**src/rtl/keypad_event_encoder.sv**
```systemverilog
// Debounced A/S/D/W keypad encoder with auto-repeat.
// Emits one character per press or repeat on a valid/ready stream.
module keypad_event_encoder #(
    parameter int DATA_WIDTH      = 8,
    parameter int DEBOUNCE_CYCLES = 16,
    parameter int REPEAT_EN       = 1,
    parameter int REPEAT_DELAY    = 500,
    parameter int REPEAT_PERIOD   = 100
) (
    input  logic                  i_clk,
    input  logic                  i_rst_n,
    input  logic                  i_key_a,
    input  logic                  i_key_s,
    input  logic                  i_key_d,
    input  logic                  i_key_w,
    input  logic                  i_ready,
    output logic [DATA_WIDTH-1:0] o_data,
    output logic                  o_valid,
    output logic                  o_key_pressed,
    output logic                  o_overrun
);

    localparam int CNT_W   = $clog2(DEBOUNCE_CYCLES + 1);
    localparam int TMR_MAX = (REPEAT_DELAY > REPEAT_PERIOD) ?
                             REPEAT_DELAY : REPEAT_PERIOD;
    localparam int TMR_W   = $clog2(TMR_MAX);

    localparam logic [CNT_W-1:0] DEB_MAX = CNT_W'(DEBOUNCE_CYCLES);
    localparam logic [CNT_W-1:0] CNT_ONE = CNT_W'(1);
    localparam logic [TMR_W-1:0] DLY_LD  = TMR_W'(REPEAT_DELAY - 1);
    localparam logic [TMR_W-1:0] PER_LD  = TMR_W'(REPEAT_PERIOD - 1);
    localparam logic [TMR_W-1:0] TMR_ONE = TMR_W'(1);
    localparam logic             RPT_ON  = (REPEAT_EN != 0);

    typedef enum logic [1:0] {
        IDLE,
        DELAY,
        REPEAT
    } state_t;

    logic [3:0]            s1_q, s1_d;
    logic [3:0]            s2_q, s2_d;
    logic [3:0]            cand_q, cand_d;
    logic [3:0]            stable_q, stable_d;
    logic [CNT_W-1:0]      cnt_q, cnt_d;
    logic                  chg_q, chg_d;

    state_t                state_q, state_d;
    logic [TMR_W-1:0]      timer_q, timer_d;

    logic [DATA_WIDTH-1:0] data_q, data_d;
    logic                  valid_q, valid_d;
    logic                  pressed_q, pressed_d;
    logic                  ovr_q, ovr_d;

    logic [DATA_WIDTH-1:0] code;
    logic                  code_ok;
    logic                  evt;

    // Synchroniser and debounce
    always_comb begin
        s1_d     = {i_key_a, i_key_s, i_key_d, i_key_w};
        s2_d     = s1_q;
        cand_d   = cand_q;
        cnt_d    = cnt_q;
        stable_d = stable_q;
        chg_d    = 1'b0;
        if (s2_q != cand_q) begin
            cand_d = s2_q;
            cnt_d  = '0;
        end else begin
            if (cnt_q != DEB_MAX) begin
                cnt_d = cnt_q + CNT_ONE;
            end
            if (cnt_d == DEB_MAX && cand_q != stable_q) begin
                stable_d = cand_q;
                chg_d    = 1'b1;
            end
        end
    end

    always_comb begin
        code_ok = 1'b1;
        code    = '0;
        unique case (stable_q)
            4'b1000: code = DATA_WIDTH'(8'h61);
            4'b0100: code = DATA_WIDTH'(8'h73);
            4'b0010: code = DATA_WIDTH'(8'h64);
            4'b0001: code = DATA_WIDTH'(8'h77);
            4'b1001: code = DATA_WIDTH'(8'h23);
            4'b0011: code = DATA_WIDTH'(8'h24);
            4'b1100: code = DATA_WIDTH'(8'h25);
            4'b0110: code = DATA_WIDTH'(8'h26);
            default: code_ok = 1'b0;
        endcase
    end

    // Event FSM: state register
    always_ff @(posedge i_clk or negedge i_rst_n) begin
        if (!i_rst_n) begin
            state_q <= IDLE;
            timer_q <= '0;
        end else begin
            state_q <= state_d;
            timer_q <= timer_d;
        end
    end

    // Event FSM: next state
    always_comb begin
        state_d = state_q;
        timer_d = timer_q;
        if (chg_q) begin
            if (code_ok) begin
                state_d = DELAY;
                timer_d = DLY_LD;
            end else begin
                state_d = IDLE;
                timer_d = '0;
            end
        end else begin
            unique case (state_q)
                IDLE: begin
                    timer_d = '0;
                end
                DELAY: begin
                    if (timer_q != '0) begin
                        timer_d = timer_q - TMR_ONE;
                    end else if (RPT_ON) begin
                        state_d = REPEAT;
                        timer_d = PER_LD;
                    end
                end
                REPEAT: begin
                    if (timer_q != '0) begin
                        timer_d = timer_q - TMR_ONE;
                    end else begin
                        timer_d = PER_LD;
                    end
                end
                default: begin
                    state_d = IDLE;
                    timer_d = '0;
                end
            endcase
        end
    end

    // Event FSM: outputs
    always_comb begin
        evt = 1'b0;
        if (chg_q) begin
            evt = code_ok;
        end else begin
            unique case (state_q)
                IDLE:    evt = 1'b0;
                DELAY:   evt = (timer_q == '0) && RPT_ON;
                REPEAT:  evt = (timer_q == '0);
                default: evt = 1'b0;
            endcase
        end
    end

    // Output register; back-pressure drops events but never stalls timing
    always_comb begin
        data_d    = data_q;
        valid_d   = valid_q;
        ovr_d     = 1'b0;
        pressed_d = |stable_q;
        if (evt) begin
            if (!valid_q || i_ready) begin
                data_d  = code;
                valid_d = 1'b1;
            end else begin
                ovr_d = 1'b1;
            end
        end else if (valid_q && i_ready) begin
            valid_d = 1'b0;
        end
    end

    always_ff @(posedge i_clk or negedge i_rst_n) begin
        if (!i_rst_n) begin
            s1_q      <= '0;
            s2_q      <= '0;
            cand_q    <= '0;
            stable_q  <= '0;
            cnt_q     <= '0;
            chg_q     <= 1'b0;
            data_q    <= '0;
            valid_q   <= 1'b0;
            pressed_q <= 1'b0;
            ovr_q     <= 1'b0;
        end else begin
            s1_q      <= s1_d;
            s2_q      <= s2_d;
            cand_q    <= cand_d;
            stable_q  <= stable_d;
            cnt_q     <= cnt_d;
            chg_q     <= chg_d;
            data_q    <= data_d;
            valid_q   <= valid_d;
            pressed_q <= pressed_d;
            ovr_q     <= ovr_d;
        end
    end

    assign o_data        = data_q;
    assign o_valid       = valid_q;
    assign o_key_pressed = pressed_q;
    assign o_overrun     = ovr_q;

endmodule

```
**config.mk**
```make
export PLATFORM = sky130hd
export DESIGN_NAME = keypad_event_encoder
export DESIGN_NICKNAME = d
export VERILOG_FILES = /design/src/rtl/keypad_event_encoder.sv
export SDC_FILE = /design/constraint.sdc
export NUM_CORES = 1
export LEC_CHECK = 0
export CAP_MARGIN = 20
export CELL_PAD_IN_SITES_DETAIL_PLACEMENT = 2
export CELL_PAD_IN_SITES_GLOBAL_PLACEMENT = 2
export CORE_ASPECT_RATIO = 1.2
export CORE_MARGIN = 4
export CORE_UTILIZATION = 34
export CTS_CLUSTER_SIZE = 40
export DETAILED_ROUTE_END_ITERATION = 10
export PLACE_DENSITY_LB_ADDON = 0.1
export SKIP_LAST_GASP = 1
export SLEW_MARGIN = 20
export SYNTH_ARGS = -nofsm -noshare
export SYNTH_HDL_FRONTEND = slang
export SYNTH_SLANG_ARGS = --single-unit
```
**constraint.sdc**
```tcl
create_clock -name i_clk -period 2 [get_ports i_clk]
set_input_delay 0.4 -clock i_clk [delete_from_list [all_inputs] [get_ports i_clk]]
set_output_delay 0.4 -clock i_clk [all_outputs]
set_load 0.02 [all_outputs]
```
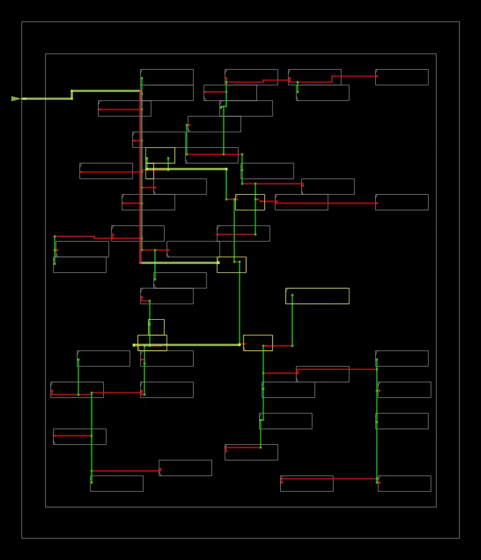
(run_1/final_clocks.png)
number of clock sinks: 42
clock network power: 0.661 mW
Skew-Pair Late Insertion Delay: 0.29 ns
clock buffers created by TritonCTS: 5
flip-flops: 42

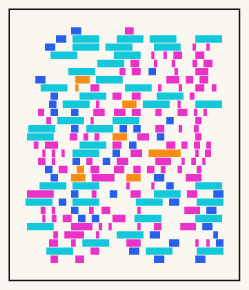
(run_1/cell_classes.png)
(3 px per µm)
Blue is other buffers and delay cells, cells 39. Magenta is all other logic, cells 112. Cyan is flip-flops, cells 42. Orange is clock drivers and dummy loads, cells 8.
Finished Core Util: 0.445
fraction of standard cell area that is sequential: 0.440
Final Instance Area: 2390 µm²
Cell Rows: 29

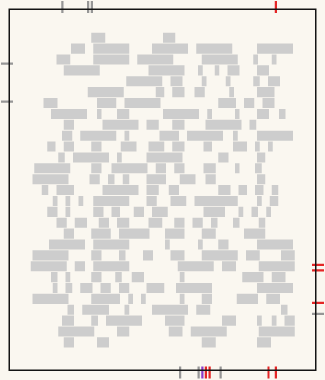
(run_1/pins.png)
(4 px per µm) Pins as bars across the die edge, other pins in grey.
Purple is o_valid, pins 1, direction output, edge south. Red is o_data, pins 8, direction output, edge 4 south, 3 east, 1 north.
All pins by edge: 8 south, 4 north, 4 east, 2 west.
die boundary height: 89.9 µm
die x size: 76.3 µm
IO Port Bufs: 15

==> run notes, run 1 <==
Implementation results are summarized by area below.

Power and ir drop
The clock network power share is 0.416. The dominant power group is registers. The combinational group share of total power is 0.034.

The switching portion of total power comes to 0.208. The leakage power of the design is 1.15 nW. In this run the power spent charging and discharging nets is 0.330 mW. Per the power-grid run, VDD falls by no more than 0.323 mV. In this run the power density over the cells is 665 nW/µm².

The reported combinational group power is 0.0547 mW. The total sequential power is 0.873 mW. Of the total power, registers draw 0.550. Overall power consumption after layout is estimated at 1.59 mW. In the power breakdown, the internal column shows 1.26 mW.

Die
The number of well taps is 62. The die area is 6850 µm². The floorplan utilization is 0.354. The boundary pin count is 18. The core footprint is 5370 µm².

Critical path
STA classifies the critical path startpoint as a flop. STA classifies the critical path endpoint as a flop. The launching point of the worst reg2reg path is timer_q[1].

Across all register-to-register paths, the minimum setup slack is -0.01 ns. Per STA, the startpoint of the critical path is timer_q[1]. Along the worst path, the maximum fanout reaches 6. For this run, the slowest stage of the critical path takes 0.45 ns. The OpenROAD report gives the critical path a required time of 2.18 ns.

STA shows the worst reg2reg path with a cell count of 7. Per the post-run analysis, buffers plus inverters along the critical path come to 1. In this run the worst setup path terminates at o_data[0]. The setup path with the least slack is of type flop to flop. Per the timing report, the most critical flop-to-flop path finishes at o_data[0].

Data arrives at the worst endpoint at 2.19 ns. Grouping stages by cell kind, the critical path spends the most delay in simple AND/OR/NAND/NOR gates. The slowest stage of the critical path belongs to the cell o41a_4. The cell sequence reported for the critical path is inv_2 -> ha_4 -> nor3b_4 -> nand3b_4 -> o41a_4 -> nand2b_4 -> mux2_4. The STA report counts the stages on the worst setup path as 7.

Yosys
The area fraction of the largest cell type after synthesis is 0.553. In this run, synthesis produced a sequential element count of 42. Of the synthesized area, sequential elements account for 0.553.

Dividing the synthesized area by the synthesized cell count gives 11.6 µm². The commonest cells after synthesis are dfrtp_1 (42), xnor2_1 (15), nor2_1 (13). In the synthesized netlist, the number of instances is 164.

The cell count listed in synth_stat.txt is 164. The share of synthesized registers carrying an async set or reset is 1.00. The number of different library cells in the post-synthesis netlist is 39. The area of the mapped netlist is 1900 µm². In the synthesized netlist the dominant register cell turns out to be dfrtp_1. The synthesized design spends more area on one cell type than any other, namely dfrtp_1.

Post-synthesis, Yosys gives the total cell area as 1900 µm². Yosys attributes the largest share of cell area to dfrtp_1 (55%), xnor2_1 (6.9%), mux2_4 (3.2%), ha_1 (2.6%), nor2_1 (2.6%). The post-synth count of flops with an enable pin is 0. The post-synthesis cell type with the largest instance count is dfrtp_1. The warning count from the yosys run is 0.

Routing
The number of routed nets with antenna violations is 0. Per the detail_route report, vias per standard cell equal 4.92. The detailed router's first-iteration violation count is 30. The routed length per placed instance is 16.8 µm.

The routed layout reports a DRC error count of 0. Across all layers, the routed design uses 1293 vias. According to the report, the first pass of detailed routing completed in 4 iterations. The wire length after detailed routing is 4.43 mm.

Status
The checks that failed: negative setup slack. The run finished, with violations left.

Finish
The non-clock inverters instantiated in the layout total 9. Measured on the final layout, buffering overhead outside the clock network stands at 0.136. In the final layout, excluding clock buffers the buffer count is 39. The number of nets in the layout is 211. The biggest slice of the area belongs to flip-flops and latches. The flow measured a signed area growth from synthesis to layout of 25.7%. Of the total standard cell area in the layout, the multi-input combinational portion is 0.331. The clock tree buffer count of the final layout is 6. The clock network contribution to total cell area is 0.0461. For this run, the number of standard cells in the final layout without fillers is 263.

The most numerous logic cell after layout is dfrtp_1. Per the cell usage report, the commonest logic cells after layout are dfrtp_1 (42), buf_4 (24), xnor2_1 (15). The number of combinational gates with multiple inputs is 103.

The area of combinational cells with multiple inputs is 792 µm². In the final layout, flip-flops and latches occupy 1050 µm². In the final layout, the share of cells above drive strength 1 is 0.259. The number of diodes added for antenna fixing is 0. The fill cell total of the finished layout is 564.

STA
The final max-slew violation count recorded for this run is 0. The setup total negative slack is -0.0342 ns. The worst setup margin is -0.0134 ns.

The worst clock skew is 0.00476 ns. Setup repair after global routing could not meet its margin everywhere. The hold violation count in the final report is 0. The final setup violation count is 4.

The max-slew headroom at the worst pin is 0.631. The final cycle utilization of the critical path is 1.01. The measured slew at the worst slew-check pin is 0.553 ns. The worst path in the final design needs a cycle of 2.01 ns, including I/O delays and setup. The upper clock frequency limit is 497 MHz.

Across all hold checks on the routed design, the worst slack comes to 0.164 ns.

Clock tree
In this run the clock root is driven by a clkbuf_8. In this run the number of H-tree levels came out at 2. The clock-pin slew on the worst setup and hold paths is 0.08 ns. No sink is reached through more buffers than the 2 on the longest clock path. Post-CTS timing repair inserted 4 buffers for setup. The TritonCTS clock tree is done. The number of buffers added to fix hold violations after cts is 0. In this run, post-CTS repair resized a total of 0 instances.

Global routing
The wire length of the first global-routing pass is 7.45 mm. The largest net degree at the start of global routing is 43. The via count of the first global-routing pass came to 1543. The residual overflow from global routing is 0. The initial antenna violation count was 0. The global-route usage over all layers is 0.137.

Placement
Summing all placed instances gives a cell area of 2170 µm². The HPWL after detailed placement is 3.05 mm. Per the post-place timing report, worst setup slack is -0.00961 ns. RePlAce ended its routability-driven mode at a weighted congestion of 0.842. The total placed cells including tap cells is 243.

Hold path
The class of the worst hold path is primary input to async pin.

Flow run
The max capacitance violation total is 0. The tool warning count is 30.
==> run 1: routing by layer <==
layer	share of wire	GRT usage	vias to the layer above
met1	0.42	0.150	663
met4	0.012	0.0589	0
met2	0.55	0.250	12
met5	0	0	-
li1	-	-	614
met3	0.022	0.0320	4
==> run 1: logic make-up after synthesis <==
logic type      after synthesis  share of synthesized area
xor+xnor                     19                     0.0876
simple gates                 45                      0.134
compound gates               22                     0.0777
flops                        42                      0.553
other cells                   1                    0.00197
mux                          11                     0.0711
buf+inv                      20                     0.0481
fa+ha+maj                     4                     0.0263
==> run 1: flip-flops by register name, indices dropped and copies added (netlist names) <==
name	cells
s1_q	4
timer_q	9
o_overrun	1
o_data	6
o_valid	1
cand_q	4
s2_q	4
stable_q	4
chg_q	1
cnt_q	5
o_key_pressed	1
state_q	2
==> run 2, diff against run 1 <==
--- a/config.mk
+++ b/config.mk
@@ -10,9 +10,10 @@
 export CELL_PAD_IN_SITES_GLOBAL_PLACEMENT = 2
 export CORE_ASPECT_RATIO = 1.2
 export CORE_MARGIN = 4
-export CORE_UTILIZATION = 34
+export CORE_UTILIZATION = 37
 export CTS_CLUSTER_SIZE = 40
 export DETAILED_ROUTE_END_ITERATION = 10
+export DONT_BUFFER_PORTS = 1
 export PLACE_DENSITY_LB_ADDON = 0.1
 export SKIP_LAST_GASP = 1
 export SLEW_MARGIN = 20
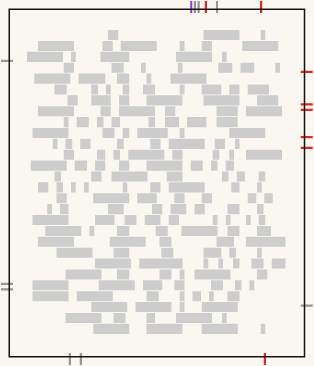
(run_2/pins.png)
(4 px per µm) Pins as bars across the die edge, other pins in grey.
Red is o_data, pins 8, direction output, edge 5 east, 2 north, 1 south. Purple is o_valid, pins 1, direction output, edge north.
All pins by edge: 6 north, 6 east, 3 west, 3 south.
die x size: 73.4 µm
die boundary height: 86.5 µm
IO Port Bufs: 0

==> run 2 against run 1 <==
Compared with the run above:
- the run now ends clean
- utilization is 1.0 points higher
- fmax up 2.9%
- clock skew is 0.0041 ns higher
- register-to-register slack improved by 0.06 ns
- cell area decreased by 5.9%
- hold slack worse by 0.044 ns
- via count shrank 4.6%
- synthesized cell count did not move
- global-route usage up 1.4 points
- clock power is 2% higher
- largest power group unchanged
==> run notes, run 2 <==
Implementation results are summarized by area below.

Power and ir drop
The sequential power share is 0.548 (-0.002). The clock network power share is 0.421 (+0.005). The net switching share of the total power came to 0.213 (+0.00531).

The combinational group share of total power is 0.032 (-0.002). The internal power of the cells is 1.25 mW (-0.25%). The power density over cell area is 709 nW/µm² (+6.7%). The overall power consumption is 1.59 mW (+0.42%).

The total sequential power is 0.873 mW (about the same). The power drawn by the clock network came to 0.671 mW (+2%). The reported combinational group power is 0.0509 mW (-6.9%). The worst ir drop on vdd was 0.323 mV (about the same).

The leakage power of the design is 1.09 nW (-5.8%). The total net switching power is 0.340 mW (+3.0%).

Status
The flow ran to the end, and the final reports show no timing, DRC or antenna violations.

Global routing
The largest net degree at the start of global routing was 43 (unchanged). The via count of the first global-routing pass came to 1452 (-5.9%). The residual overflow from global routing is 0 (unchanged). The met2 routing resource usage after global routing was 0.263 (+0.0128). The met3 layer usage reported by global route came to 0.0418 (+0.00976). The wire length of the first global-routing pass was 7.16 mm (-3.9%).

The initial antenna violation count is 0 (unchanged). The routing layer with the top usage in global route is met2. The met1 layer usage reported by global route is 0.171 (+0.0207). The global-route usage over all layers was 0.151 (+0.0139).

Yosys
Sorting the synthesized cells by area gives the leading types as dfrtp_1 (55%), xnor2_1 (6.9%), mux2_4 (3.2%), ha_1 (2.6%), nor2_1 (2.6%). The number of flops mapped to enable cells by yosys is 0 (unchanged). The most used flip-flop cell after synthesis is dfrtp_1. The area of the mapped netlist came to 1900 µm² (unchanged). The number of synthesized register bits was 42 (unchanged). The sequential share of the synthesized area is 0.553 (unchanged). The area fraction in full adders, half adders and majority gates came to 0.0263 (unchanged). The mean post-synth cell area came to 11.6 µm² (unchanged).

The cell count listed in synth_stat.txt is 164 (unchanged). The synthesized instance count is 164 (unchanged). The area fraction in compound gates is 0.0777 (unchanged). The area fraction in xor and xnor cells came to 0.0876 (unchanged). The share of synthesized registers carrying an async set or reset is 1.00 (unchanged).

The area reported by Yosys stat came to 1900 µm² (unchanged). The area share of and/or/nand/nor cells after synthesis was 0.134 (unchanged). By count the netlist is led by dfrtp_1 (42), xnor2_1 (15), nor2_1 (13). The number of different library cells in the post-synthesis netlist is 39 (unchanged). Yosys instantiated no cell more often than dfrtp_1. The area fraction in mux cells is 0.0711 (unchanged). The prevailing logic family in the synthesized netlist is simple AND/OR/NAND/NOR gates. The warning count from the yosys run is 0 (unchanged). The share of the synthesized area in the top cell type is 0.553 (unchanged).

Critical path
The largest driver fanout on the critical path was 5 (-1). The flop-to-flop setup slack is 0.04 ns (+0.06 ns). The largest incremental delay on the critical path is 0.43 ns (-0.02 ns). The number of cells on the worst reg-to-reg path came to 6 (-1). The end of the worst register-to-register path is o_data[6]. The signal arrival time at the worst endpoint came to 2.15 ns (-0.04 ns). The required time of the critical path is 2.19 ns (about the same). The slowest stage of the critical path is the o41a_4 cell. The kind of start point of the critical path is a flop.

The origin of the worst setup path is state_q[1]. The worst setup path category is flop to flop. The critical path goes through inv_2 -> ha_4 -> or2_4 -> o41a_4 -> nand2b_4 -> mux2_4.

The worst setup path is captured at a flop.

Finish
The final core utilization is 0.455 (+0.0102). The combined flip-flop and latch cell area is 1050 µm² (unchanged). The fraction of layout cells with a size suffix above 1 is 0.262 (+0.00359). The area of combinational cells with multiple inputs is 798 µm² (+0.79%). The final design instance area without fill is 2250 µm² (-5.9%). The fill cell total of the finished layout is 522 (-7.4%). The number of ordinary and repair buffers in the finished layout came to 21 (-46%). The layout buffering overhead excluding clock cells is 0.0801 (-0.0560). The inverter count is 9 (unchanged). The post-synthesis to final-layout area growth is 18.3%. The clock network contribution to total cell area is 0.0490 (+0.00290).

The most numerous logic cell after layout is dfrtp_1. Leaving out fill and tap cells, the most frequent cells in the layout are dfrtp_1 (42), buf_4 (19), xnor2_1 (15). The fraction of standard cell area that is sequential is 0.467 (+0.0277). The biggest cell category by area in the final layout is flip-flops and latches. The number of combinational gates with multiple inputs is 103 (unchanged). The final cell count without fillers was 243 (-7.6%). The flip-flop count of the largest register, all copies and words added is 9 (unchanged).

The most flop-heavy register is timer_q. The sequential cell count of the final layout is 42 (unchanged). The fraction of area in multi-input gates was 0.355 (+0.0236).

Clock tree
The H-tree depth is 2 (unchanged). The worst-skew pair later-pin latency is 0.30 ns (about the same). The total clock buffers created by CTS is 5 (unchanged).

TritonCTS built the clock tree. The number of buffers added to fix hold violations after cts came to 2 (+2). The number of gates resized after cts is 1 (+1). The clock-pin slew on the worst setup and hold paths is 0.08 ns (about the same). The clock sink total is 42 (unchanged). The total setup buffers inserted after CTS came to 1 (-3).

Placement
The total placed cells including tap cells came to 227 (-6.6%). The placer's final routability congestion estimate is 0.743 (-12%). The total placed instance area came to 2030 µm² (-6.4%).

The minimum setup slack after placement was -0.00120 ns (+0.00841 ns). The detailed placement HPWL is 2.91 mm (-4.6%).

STA
The setup total negative slack is 0 ns (+0.0342 ns). The shortest period the worst path allows came to 1.96 ns (-0.0562 ns). The final tally of max-slew violations is 0 (unchanged). Setup repair after global routing could not meet its margin everywhere. The worst setup margin came to 0.0428 ns (+0.0562 ns). The final cycle utilization of the critical path came to 0.979 (-0.0281). The final setup violation count was 0 (-4). The hold violation count in the final report is 0 (unchanged). The worst clock skew is 0.00888 ns (+0.00412 ns).

The minimum hold slack is 0.120 ns (-0.0439 ns). The upper clock frequency limit is 511 MHz (+2.9%).

Hold path
The depth of the worst hold-timing path is 0.

Flow run
The tool warning count came to 29 (-3.3%). The max capacitance violation total is 0 (unchanged).

Routing
The wire length after detailed routing is 4.13 mm (-6.7%). The number of routed nets with antenna violations is 0 (unchanged). The met1 routed wirelength after detailed routing is 1.69 mm (-9.2%).

The total length of routed met3 wires came to 126 µm (+29%). The via-per-instance ratio was 5.07 (+3.2%). The detailed router's first-iteration violation count came to 16 (-47%). The DRC violation count after routing is 0 (unchanged). The detailed router used layers up to and including met4. The met2 wirelength from detailed routing was 2.22 mm (-8.3%).

The detailed-routing iteration count for the pre-antenna-repair pass was 2 (-2).

Die
The standard-cell row count is 28 (-3.4%). The die area is 6350 µm² (-7.3%). The core footprint is 4940 µm² (-8.0%). The number of well taps is 60 (-3.2%). The floorplan utilization is 0.385 (+0.0308).
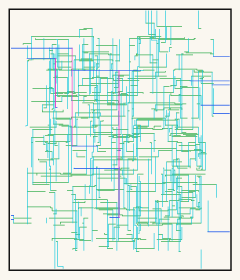
(run_2/metal_stack.png)
(3 px per µm)
Blue is met3, wire length 127 µm. Cyan is met2, wire length 2220 µm. Magenta is met4, wire length 97.9 µm. Green is met1, wire length 1690 µm.
DR vias: 1233
drt wl/cell: 17.0 µm

==> run 2: cell counts after synthesis <==
Identical to the previous run, type by type.
==> run 2: worst max-delay path: cells and delay by family (launching register included) <==
family | cells | cell delay, ns
DFF | 1 | 0.40
muxes | 1 | 0.31
AOI/OAI and AO/OA | 1 | 0.43
buffers and inverters | 1 | 0.07
and+or+nand+nor | 2 | 0.43
adders and majority gates | 1 | 0.20
==> run 2: worst min-delay path by stage <==
stage,end,startpoint
final,s1_q[1],i_key_d
after global routing,s1_q[1],i_key_d
after CTS,s1_q[2],i_key_s
after detailed placement,cnt_q[3],i_rst_n
after global placement,cnt_q[3],i_rst_n
after floorplan,cand_q[0],i_rst_n
Power and IR drop assume default switching activity.
